[src/rtl/mc_pkg.sv]
// Shared constants and helpers for the Monte-Carlo peak tally block.
// Frame geometry, sample and magnitude widths, FSM encodings.
package mc_pkg;

  localparam int FRAME_LEN = 256;
  localparam int BIN_W     = 8;
  localparam int SAMP_W    = 16;
  localparam int MAG_W     = 32;
  localparam int SQ_W      = 31;

  localparam logic [BIN_W-1:0] LAST_BIN = BIN_W'(FRAME_LEN - 1);

  localparam logic [1:0] ST_IDLE   = 2'd0;
  localparam logic [1:0] ST_RUN    = 2'd1;
  localparam logic [1:0] ST_REPORT = 2'd2;
  localparam logic [1:0] ST_DONE   = 2'd3;

  // Two squares of at most 2^30 each: the sum peaks at 2^31 and cannot overflow.
  function automatic logic [MAG_W-1:0] mag_sum(input logic [SQ_W-1:0] a,
                                               input logic [SQ_W-1:0] b);
    return MAG_W'(a) + MAG_W'(b);
  endfunction

endpackage

[src/rtl/mc_mag2.sv]
// Two-stage registered |y|^2 unit: S1 squares each part, S2 sums them.
// The bin index and a valid bit travel alongside so the compare stage sees aligned beats.
module mc_mag2
  import mc_pkg::*;
(
  input  logic              clk,
  input  logic              rst,
  input  logic              flush,
  input  logic              in_valid,
  input  logic [SAMP_W-1:0] y_real,
  input  logic [SAMP_W-1:0] y_img,
  input  logic [BIN_W-1:0]  in_bin,
  output logic              out_valid,
  output logic [BIN_W-1:0]  out_bin,
  output logic [MAG_W-1:0]  mag
);

  logic [SQ_W-1:0]  sq_re;
  logic [SQ_W-1:0]  sq_im;
  logic [SQ_W-1:0]  s1_re;
  logic [SQ_W-1:0]  s1_im;
  logic             s1_valid;
  logic [BIN_W-1:0] s1_bin;

  // A signed square is never negative and (-32768)^2 = 2^30 fits in 31 bits.
  assign sq_re = SQ_W'($signed(y_real) * $signed(y_real));
  assign sq_im = SQ_W'($signed(y_img) * $signed(y_img));

  always_ff @(posedge clk or posedge rst) begin
    if (rst) begin
      s1_valid  <= 1'b0;
      s1_re     <= '0;
      s1_im     <= '0;
      s1_bin    <= '0;
      out_valid <= 1'b0;
      out_bin   <= '0;
      mag       <= '0;
    end else if (flush) begin
      s1_valid  <= 1'b0;
      out_valid <= 1'b0;
    end else begin
      s1_valid  <= in_valid;
      out_valid <= s1_valid;
      if (in_valid) begin
        s1_re  <= sq_re;
        s1_im  <= sq_im;
        s1_bin <= in_bin;
      end
      if (s1_valid) begin
        out_bin <= s1_bin;
        mag     <= mag_sum(s1_re, s1_im);
      end
    end
  end

endmodule

[src/rtl/mc_peak_tally.sv]
// Per-frame |y|^2 peak search over 256 bins with detection flag and run-level hit tally.
// Handshake: a sample is taken on any cycle with in_valid high while in RUN and no start; there is no ready.
module mc_peak_tally
  import mc_pkg::*;
#(
  parameter int NUM_TRIALS = 16,
  parameter int CNT_W      = 16
) (
  input  logic              clk,
  input  logic              rst,
  input  logic              start,
  input  logic [MAG_W-1:0]  threshold,
  input  logic [BIN_W-1:0]  target_idx,
  input  logic              in_valid,
  input  logic [SAMP_W-1:0] y_real,
  input  logic [SAMP_W-1:0] y_img,
  output logic              peak_valid,
  output logic [BIN_W-1:0]  peak_idx,
  output logic [MAG_W-1:0]  peak_mag,
  output logic              hit,
  output logic [CNT_W-1:0]  trial_cnt,
  output logic [CNT_W-1:0]  hit_cnt,
  output logic              busy,
  output logic              done
);

  logic [1:0]       state;
  logic [MAG_W-1:0] thr_q;
  logic [BIN_W-1:0] tgt_q;
  logic [BIN_W-1:0] bin_q;
  logic             acc;
  logic             s2_valid;
  logic [BIN_W-1:0] s2_bin;
  logic [MAG_W-1:0] s2_mag;
  logic [MAG_W-1:0] max_mag;
  logic [BIN_W-1:0] max_idx;
  logic             hit_now;
  logic             last_trial;

  assign acc        = (state == ST_RUN) && in_valid && !start;
  assign hit_now    = (max_mag >= thr_q) && (max_idx == tgt_q);
  assign last_trial = (({1'b0, trial_cnt} + 1'b1) == (CNT_W+1)'(NUM_TRIALS));

  // The final peak_valid still counts as busy; done follows one cycle later.
  assign busy = (state == ST_RUN) || (state == ST_REPORT) ||
                ((state == ST_DONE) && peak_valid);
  assign done = (state == ST_DONE) && !peak_valid;

  mc_mag2 u_mag2 (
    .clk       (clk),
    .rst       (rst),
    .flush     (start),
    .in_valid  (acc),
    .y_real    (y_real),
    .y_img     (y_img),
    .in_bin    (bin_q),
    .out_valid (s2_valid),
    .out_bin   (s2_bin),
    .mag       (s2_mag)
  );

  // Running max: bin 0 reloads, later bins only win when strictly larger.
  always_ff @(posedge clk or posedge rst) begin
    if (rst) begin
      max_mag <= '0;
      max_idx <= '0;
    end else if (start) begin
      max_mag <= '0;
      max_idx <= '0;
    end else if (s2_valid && ((s2_bin == '0) || (s2_mag > max_mag))) begin
      max_mag <= s2_mag;
      max_idx <= s2_bin;
    end
  end

  always_ff @(posedge clk or posedge rst) begin
    if (rst) begin
      state      <= ST_IDLE;
      thr_q      <= '0;
      tgt_q      <= '0;
      bin_q      <= '0;
      peak_valid <= 1'b0;
      peak_idx   <= '0;
      peak_mag   <= '0;
      hit        <= 1'b0;
      trial_cnt  <= '0;
      hit_cnt    <= '0;
    end else if (start) begin
      state      <= ST_RUN;
      thr_q      <= threshold;
      tgt_q      <= target_idx;
      bin_q      <= '0;
      peak_valid <= 1'b0;
      peak_idx   <= '0;
      peak_mag   <= '0;
      hit        <= 1'b0;
      trial_cnt  <= '0;
      hit_cnt    <= '0;
    end else begin
      peak_valid <= 1'b0;
      if (acc) bin_q <= bin_q + 1'b1;
      case (state)
        ST_RUN: begin
          if (s2_valid && (s2_bin == LAST_BIN)) state <= ST_REPORT;
        end
        ST_REPORT: begin
          peak_valid <= 1'b1;
          peak_idx   <= max_idx;
          peak_mag   <= max_mag;
          hit        <= hit_now;
          trial_cnt  <= trial_cnt + 1'b1;
          if (hit_now && (hit_cnt != '1)) hit_cnt <= hit_cnt + 1'b1;
          state      <= last_trial ? ST_DONE : ST_RUN;
        end
        default: state <= state;
      endcase
    end
  end

endmodule
[config.mk]
export PLATFORM = sky130hd
export DESIGN_NAME = mc_peak_tally
export DESIGN_NICKNAME = d
export VERILOG_FILES = /design/src/rtl/mc_pkg.sv /design/src/rtl/mc_mag2.sv /design/src/rtl/mc_peak_tally.sv
export SDC_FILE = /design/constraint.sdc
export NUM_CORES = 2
export LEC_CHECK = 0
export ABC_AREA = 1
export ABC_CLOCK_PERIOD_IN_PS = 5000
export CELL_PAD_IN_SITES_DETAIL_PLACEMENT = 0
export CELL_PAD_IN_SITES_GLOBAL_PLACEMENT = 2
export CORE_ASPECT_RATIO = 1.25
export CORE_MARGIN = 10
export CORE_UTILIZATION = 34
export CTS_BUF_LIST = sky130_fd_sc_hd__clkbuf_4 sky130_fd_sc_hd__clkbuf_8 sky130_fd_sc_hd__clkbuf_16
export DETAILED_ROUTE_END_ITERATION = 12
export PLACE_DENSITY = 0.89
export SYNTH_ARGS = -nofsm -noshare
export SYNTH_HDL_FRONTEND = slang
export SYNTH_HIERARCHICAL = 1
export SYNTH_SLANG_ARGS = --single-unit
[constraint.sdc]
create_clock -name clk -period 5 [get_ports clk]
set_clock_uncertainty 0.1 [all_clocks]
set_input_delay 0.75 -clock clk [delete_from_list [all_inputs] [get_ports clk]]
set_output_delay 0.75 -clock clk [all_outputs]
set_load 0.01 [all_outputs]
Fig. 1: supply network
Bar = 100 µm. Pins as bars on the die edge. Tap cells in gray.
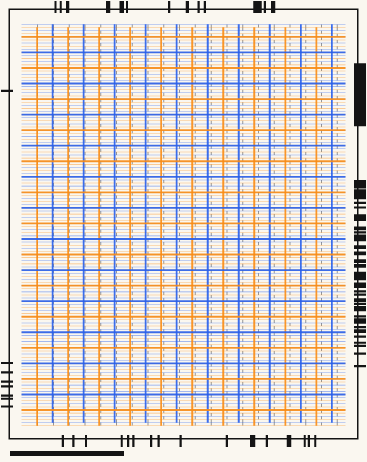
legend:
  VSS:
    color: orange
  VDD:
    color: blue
rows: 129
met5 straps: 25
met1 rails: 130
tap cells: 1310

==> out/metrics.sh <==
LAYOUTNONFILLERINSTCOUNT=6233
FINAL.MIN_CLOCK_PERIOD_NS=5.345
CTSHOLDBUFFERS=0
SHARE_OF_THE_SYNTHESIZED_NETLIST_AREA_TAKEN_BY_XOR_AND_XNOR_GATES_PCT=1.689
FLOORPLAN.CORE_AREA_MM2=0.09943
SYNTHTOLAYOUTAREAGROWTH_PCT=34.16
ASYNC_FLOP_SHARE_PCT=100.0
DETAILROUTE.WIRELENGTH.MET2_UM=49300
MAXIMUM_NUMBER_OF_PINS_ON_ONE_NET_BEFORE_GLOBAL_ROUTE_REPAIR=79
CTS_TREE='done'
FP_UTIL_PCT=34.36
ENDPOINT='u_mag2/s1_re[29]'
CPPEAKSTAGEDELAY_NS=0.62
TIGHTESTPINTRANSITION_NS=0.8819
POST-DP-HPWL_UM=76010
FINISH.INSTANCE_AREA_MM2=0.04583
START_POINT_OF_THE_CRITICAL_PATH='y_real[8]'
LAYOUT.CLOCK.CELL_AREA_SHARE_PCT=2.132
M1WIRELENGTH_UM=39900
SYNTH_WARNINGS=6
FLOORPLAN.TAPCELLS=1310
SETUP_SLACK_NS=-0.3447
DRTITER0DRC=1270
POST_CTS_BUFFERS=96
SYNTH_NETS=5136
PIN_COUNT=152
RUN_STATUS='finished, violations left'
SETUP-VIOLATIONS-FINAL=39
CTSHTREEMAXLEVEL=1
MET1_USAGE_PCT=20.59
N_ANTENNA_CELL=0
BUFFERS_FROM_CLOCK_ROOT_TO_SINK_AT_MOST=3
VIOLATIONS='setup timing'
MI_LOGIC_AREA_MM2=0.02581
SYNTH.AVG_CELL_AREA_UM2=7.887
DRT_ANTENNA_NET_COUNT=0
POSTPLACECELLAREA_MM2=0.04094
YOSYS-DOMINANT-COMB-FAMILY='adder cells'
USE_MET3_PCT=1.398
CRITICALPATHCATEGORY='input port to register'
Fig. 2: congestion heat map
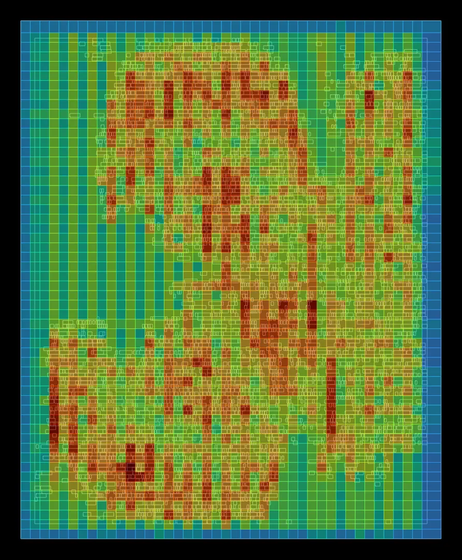
drt wl/cell: 15.14 µm
final core utilization: 46.10%
gr busiest metal: met2
total global routing track utilization: 16.63%
met2 capacity usage during global routing: 30.81%

